$ cat src/rtl/vec_issue_if.sv
// Scalar-to-vector issue channel: enqueue side from the scalar core,
// issue/ack side to the vector processor, plus occupancy and retire status.
interface vec_issue_if #(
  parameter int XLEN  = 32,
  parameter int DEPTH = 4
);
  localparam int CW = $clog2(DEPTH) + 1;

  logic            enq_valid;
  logic            enq_ready;
  logic [XLEN-1:0] enq_inst;
  logic [XLEN-1:0] enq_rs1;
  logic [XLEN-1:0] enq_rs2;
  logic [XLEN-1:0] instruction;
  logic [XLEN-1:0] rs1_data;
  logic [XLEN-1:0] rs2_data;
  logic            inst_valid;
  logic            vec_pro_ready;
  logic            scalar_pro_ready;
  logic            vec_pro_ack;
  logic [CW-1:0]   count;
  logic            retire_pulse;
  logic [15:0]     retire_cnt;

  // Environment side: offers entries and plays the vector processor.
  modport master (
    output enq_valid, enq_inst, enq_rs1, enq_rs2, vec_pro_ready, vec_pro_ack,
    input  enq_ready, instruction, rs1_data, rs2_data, inst_valid,
           scalar_pro_ready, count, retire_pulse, retire_cnt
  );

  // Queue side.
  modport slave (
    input  enq_valid, enq_inst, enq_rs1, enq_rs2, vec_pro_ready, vec_pro_ack,
    output enq_ready, instruction, rs1_data, rs2_data, inst_valid,
           scalar_pro_ready, count, retire_pulse, retire_cnt
  );
endinterface

$ cat src/rtl/vec_issue_queue.sv
// Vector issue queue: circular FIFO of {inst, rs1, rs2} feeding a vector
// processor one instruction at a time, waiting for each completion ack
// before issuing the next.
module vec_issue_queue #(
  parameter int XLEN  = 32,
  parameter int DEPTH = 4
) (
  input logic       clk,
  input logic       reset,
  vec_issue_if.slave bus
);
  localparam int PW = $clog2(DEPTH);
  localparam int CW = $clog2(DEPTH) + 1;
  localparam logic [CW-1:0] FULL = CW'(DEPTH);

  typedef enum logic [1:0] {IDLE, ISSUE, WAIT_ACK} state_t;

  state_t          state;
  logic [XLEN-1:0] inst_mem [DEPTH];
  logic [XLEN-1:0] rs1_mem  [DEPTH];
  logic [XLEN-1:0] rs2_mem  [DEPTH];
  logic [PW-1:0]   head;
  logic [PW-1:0]   tail;
  logic [CW-1:0]   count;
  logic            issue_q;
  logic            wait_q;
  logic            pulse_q;
  logic [15:0]     retire_q;
  logic            has_entry;
  logic            push;
  logic            pop;

  // Acceptance looks only at the registered count, so a pop on the same
  // edge never frees a slot for an entry offered while full.
  assign has_entry     = (count != '0);
  assign bus.enq_ready = reset & (count < FULL);
  assign push          = bus.enq_valid & bus.enq_ready;
  assign pop           = reset & issue_q & bus.vec_pro_ready;

  // Status flags are forced low while reset is held, even before the edge.
  assign bus.inst_valid       = reset & issue_q;
  assign bus.scalar_pro_ready = reset & wait_q;
  assign bus.retire_pulse     = reset & pulse_q;
  assign bus.retire_cnt       = retire_q;
  assign bus.count            = count;

  // Head entry is always visible; an empty queue shows zeros.
  assign bus.instruction = has_entry ? inst_mem[head] : '0;
  assign bus.rs1_data    = has_entry ? rs1_mem[head]  : '0;
  assign bus.rs2_data    = has_entry ? rs2_mem[head]  : '0;

  // Entry storage: written on enqueue only; contents are don't-care when empty.
  always_ff @(posedge clk) begin
    if (push) begin
      inst_mem[tail] <= bus.enq_inst;
      rs1_mem[tail]  <= bus.enq_rs1;
      rs2_mem[tail]  <= bus.enq_rs2;
    end
  end

  // Pointer and occupancy bookkeeping; power-of-two depth gives natural wrap.
  always_ff @(posedge clk) begin
    if (!reset) begin
      head  <= '0;
      tail  <= '0;
      count <= '0;
    end else begin
      if (push) tail <= tail + PW'(1);
      if (pop)  head <= head + PW'(1);
      case ({push, pop})
        2'b10:   count <= count + CW'(1);
        2'b01:   count <= count - CW'(1);
        default: count <= count;
      endcase
    end
  end

  // Issue FSM: one outstanding instruction, registered valid/ready/retire outputs.
  always_ff @(posedge clk) begin
    if (!reset) begin
      state    <= IDLE;
      issue_q  <= 1'b0;
      wait_q   <= 1'b0;
      pulse_q  <= 1'b0;
      retire_q <= '0;
    end else begin
      pulse_q <= 1'b0;
      case (state)
        IDLE: begin
          if (has_entry) begin
            state   <= ISSUE;
            issue_q <= 1'b1;
          end
        end
        ISSUE: begin
          if (bus.vec_pro_ready) begin
            state   <= WAIT_ACK;
            issue_q <= 1'b0;
            wait_q  <= 1'b1;
          end
        end
        WAIT_ACK: begin
          if (bus.vec_pro_ack) begin
            state    <= IDLE;
            wait_q   <= 1'b0;
            pulse_q  <= 1'b1;
            retire_q <= retire_q + 16'd1;
          end
        end
        default: begin
          state   <= IDLE;
          issue_q <= 1'b0;
          wait_q  <= 1'b0;
        end
      endcase
    end
  end
endmodule

$ cat src/flat_wrapper.sv
// flat-port wrapper written by rule: the top's interface ports become plain ports
module vec_issue_queue_flat 
#(
  parameter int XLEN  = 32,
  parameter int DEPTH = 4
)
  (clk, reset, bus_enq_valid, bus_enq_inst, bus_enq_rs1, bus_enq_rs2, bus_vec_pro_ready, bus_vec_pro_ack, bus_enq_ready, bus_instruction, bus_rs1_data, bus_rs2_data, bus_inst_valid, bus_scalar_pro_ready, bus_count, bus_retire_pulse, bus_retire_cnt);
  vec_issue_if #(.XLEN(XLEN), .DEPTH(DEPTH)) bus_i ();
  input logic clk;
  input logic reset;
  input wire logic [$bits(bus_i.enq_valid)-1:0] bus_enq_valid;
  input wire logic [$bits(bus_i.enq_inst)-1:0] bus_enq_inst;
  input wire logic [$bits(bus_i.enq_rs1)-1:0] bus_enq_rs1;
  input wire logic [$bits(bus_i.enq_rs2)-1:0] bus_enq_rs2;
  input wire logic [$bits(bus_i.vec_pro_ready)-1:0] bus_vec_pro_ready;
  input wire logic [$bits(bus_i.vec_pro_ack)-1:0] bus_vec_pro_ack;
  output wire logic [$bits(bus_i.enq_ready)-1:0] bus_enq_ready;
  output wire logic [$bits(bus_i.instruction)-1:0] bus_instruction;
  output wire logic [$bits(bus_i.rs1_data)-1:0] bus_rs1_data;
  output wire logic [$bits(bus_i.rs2_data)-1:0] bus_rs2_data;
  output wire logic [$bits(bus_i.inst_valid)-1:0] bus_inst_valid;
  output wire logic [$bits(bus_i.scalar_pro_ready)-1:0] bus_scalar_pro_ready;
  output wire logic [$bits(bus_i.count)-1:0] bus_count;
  output wire logic [$bits(bus_i.retire_pulse)-1:0] bus_retire_pulse;
  output wire logic [$bits(bus_i.retire_cnt)-1:0] bus_retire_cnt;
  assign bus_i.enq_valid = bus_enq_valid;
  assign bus_i.enq_inst = bus_enq_inst;
  assign bus_i.enq_rs1 = bus_enq_rs1;
  assign bus_i.enq_rs2 = bus_enq_rs2;
  assign bus_i.vec_pro_ready = bus_vec_pro_ready;
  assign bus_i.vec_pro_ack = bus_vec_pro_ack;
  assign bus_enq_ready = bus_i.enq_ready;
  assign bus_instruction = bus_i.instruction;
  assign bus_rs1_data = bus_i.rs1_data;
  assign bus_rs2_data = bus_i.rs2_data;
  assign bus_inst_valid = bus_i.inst_valid;
  assign bus_scalar_pro_ready = bus_i.scalar_pro_ready;
  assign bus_count = bus_i.count;
  assign bus_retire_pulse = bus_i.retire_pulse;
  assign bus_retire_cnt = bus_i.retire_cnt;
  vec_issue_queue #(.XLEN(XLEN), .DEPTH(DEPTH)) u_core (.clk(clk), .reset(reset), .bus(bus_i));
endmodule
$ cat config.mk
export PLATFORM = sky130hd
export DESIGN_NAME = vec_issue_queue_flat
export DESIGN_NICKNAME = d
export VERILOG_FILES = /design/src/rtl/vec_issue_if.sv /design/src/rtl/vec_issue_queue.sv /design/src/flat_wrapper.sv
export SDC_FILE = /design/constraint.sdc
export NUM_CORES = 1
export LEC_CHECK = 0
export ABC_CLOCK_PERIOD_IN_PS = 5980
export CORE_ASPECT_RATIO = 2
export CORE_MARGIN = 5
export CORE_UTILIZATION = 65
export CTS_BUF_LIST = sky130_fd_sc_hd__clkbuf_2 sky130_fd_sc_hd__clkbuf_4 sky130_fd_sc_hd__clkbuf_8
export DETAILED_ROUTE_END_ITERATION = 7
export DONT_BUFFER_PORTS = 1
export PLACE_DENSITY = 0.81
export SYNTH_ARGS = -nofsm -noshare
export SYNTH_HDL_FRONTEND = slang
export SYNTH_SLANG_ARGS = --single-unit
$ cat constraint.sdc
create_clock -name clk -period 5.98 [get_ports clk]
set_input_delay 0.598 -clock clk [delete_from_list [all_inputs] [get_ports clk]]
set_output_delay 0.598 -clock clk [all_outputs]
set_load 0.005 [all_outputs]
**Routed metal per tile**

The die is cut into 12 by 23 equal tiles; white is low, dark blue is high, scaled to the fullest tile. Values are wire area over tile area, all layers added.
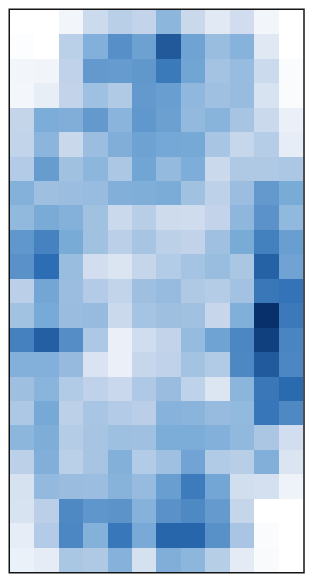
tiles over half the peak	24%
mean over tiles	0.18
fullest tile	0.46
densest ninth of the die	middle right
nearly empty tiles	3.6%

**Pin map**

The bar under the picture is 20 µm long. Pins as bars across the die edge, other pins in gray.
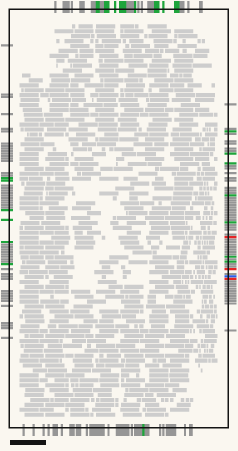
port	color	pins	direction	edge
`bus_enq_inst`	green	32	input	18 top, 7 right, 6 left, 1 bottom
`reset`	blue	1	input	right
`bus_count`	red	3	output	right
all pins by edge	62 right, 54 bottom, 54 left, 50 top

==> results.cfg <==
; yosys + openroad results
[status]
status = complete, no violations

[clock_network]
cts-root-buf = clkbuf_8
ctsLongestPathBuffers = 3
cts_buffers = 51
cts.htree.levels = 2
cts_setup_buffers = 0
cts_tree = done
cts.sinks = 414

[drt]
drt_iter0_drc = 412
drtPass1Iterations = 4
vias_per_cell = 6.38

[worst_setup_path]
critPathArrivalTime_ps = 2820
ff2ff_setup_slack_ps = 3260
path_cells = buf_4 -> mux4_2 -> nor2b_1
rr_endpoint = u_core.rs1_mem[3][7]
ff2ff_path_depth = 3

[sta]
setup_tns_ps = 0
fin_crit_ps = 3420

[placed_design]
dp_hpwl_mm = 18.7
portBuffers = 0

[grt]
met1_usage_pct = 23.5
grtUsageMet3_pct = 7.50
grt_max_degree = 98

[yosys]
top_cell = edfxtp_1
syn_inst = 769
yosysUniqueCellTypes = 35
ys_seq_share_pct = 76.6
ys_cells = 769
syn_area_per_cell_um2 = 20.6
ys_ff = 414

[floorplan]
num_rows = 80

[flow_run]
warnings = 29

[cells_and_area]
diodes = 0
**The clock network**

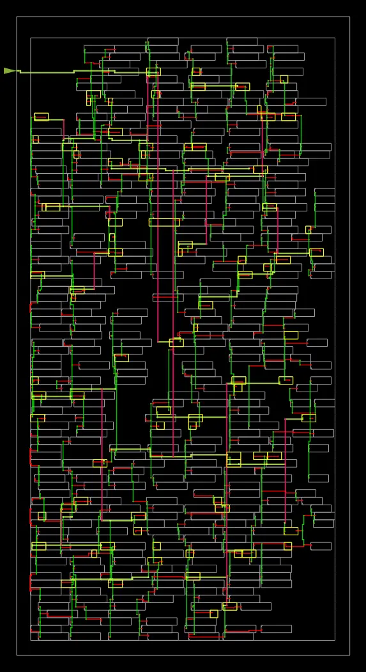
clock latency on the worst-skew pair: 570 ps
Seq cells: 414

**A small window of the routed layout**

The bar under the picture is 5 µm long. Window x 50 to 70, y 151 to 171 µm. Cells in gray, sequential cells in the stronger gray; small squares are vias.
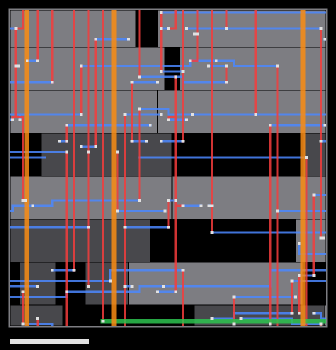
layer	color
met2	red
met1	blue
met3	green
met4	orange
sequential cells in the window	9
netlist names of flops here include	`u_core.inst_mem` (9)
cells with their middle in the window	13
most frequent	edfxtp_1 (9)

## registers in the layout (all words and copies together), names as in the netlist, 2 cells and up, named ones only
name	flops
u_core.inst_mem	128
u_core.head	2
u_core.bus.retire_cnt	16
u_core.rs2_mem	128
u_core.rs1_mem	128
u_core.state	2
u_core.bus.count	3
u_core.tail	2
## placed cells by master, fill, tap and decap left out, types with 2 or more instances in the layout
cell      netlist  final
edfxtp_1      384    384
dfxtp_1        30     28
nand2b_1        3      3
nand4_1         3      3
inv_1          10     10
and3_4          0      4
nand3_1         6      6
clkbuf_4        0     17
or4_1           2      2
clkinv_2        0      5
xnor2_1         6      6
a21oi_1        11     11
nor3_1          3      2
dfxtp_4         0      2
nand2_1         9      9
xor2_1          8      8
nor2b_1        97     97
buf_4           0      6
and2_1          5      5
ha_1            6      6
mux4_2         96     96
nor4_1          3      3
clkinv_1        0      8
nor2_1         24     24
or3_1           4      4
o31ai_1         3      3
o21ai_0         4      4
mux2i_1         2      2
clkbuf_8        0     55
## layout make-up
class	instances	area, µm²	area share, %
inverters	10	37.5	0.219
clock inverters	15	92.6	0.541
flip-flops and latches	414	12100	70.9
well taps	287	359	2.10
clock buffers	72	885	5.17
repair buffers	7	65.1	0.380
multi-input cells	308	3530	20.7
## critical path: cells and delay by family (launching register included)
kind / cells / cell delay [ps]
AND/OR/NAND/NOR: 1 / 300
multiplexers: 1 / 340
buffers and inverters: 1 / 730
flip-flops: 1 / 750
## where the power goes
group	leakage, nW	internal [mW]	switching, mW	total (mW)
combinational	1.01	0.236	0.272	0.507
clock	0.520	0.991	0.914	1.91
sequential	3.73	3.26	0.0619	3.32
total	5.26	4.48	1.25	5.73
No activity file was given, so power comes from the tool's default toggle rates.
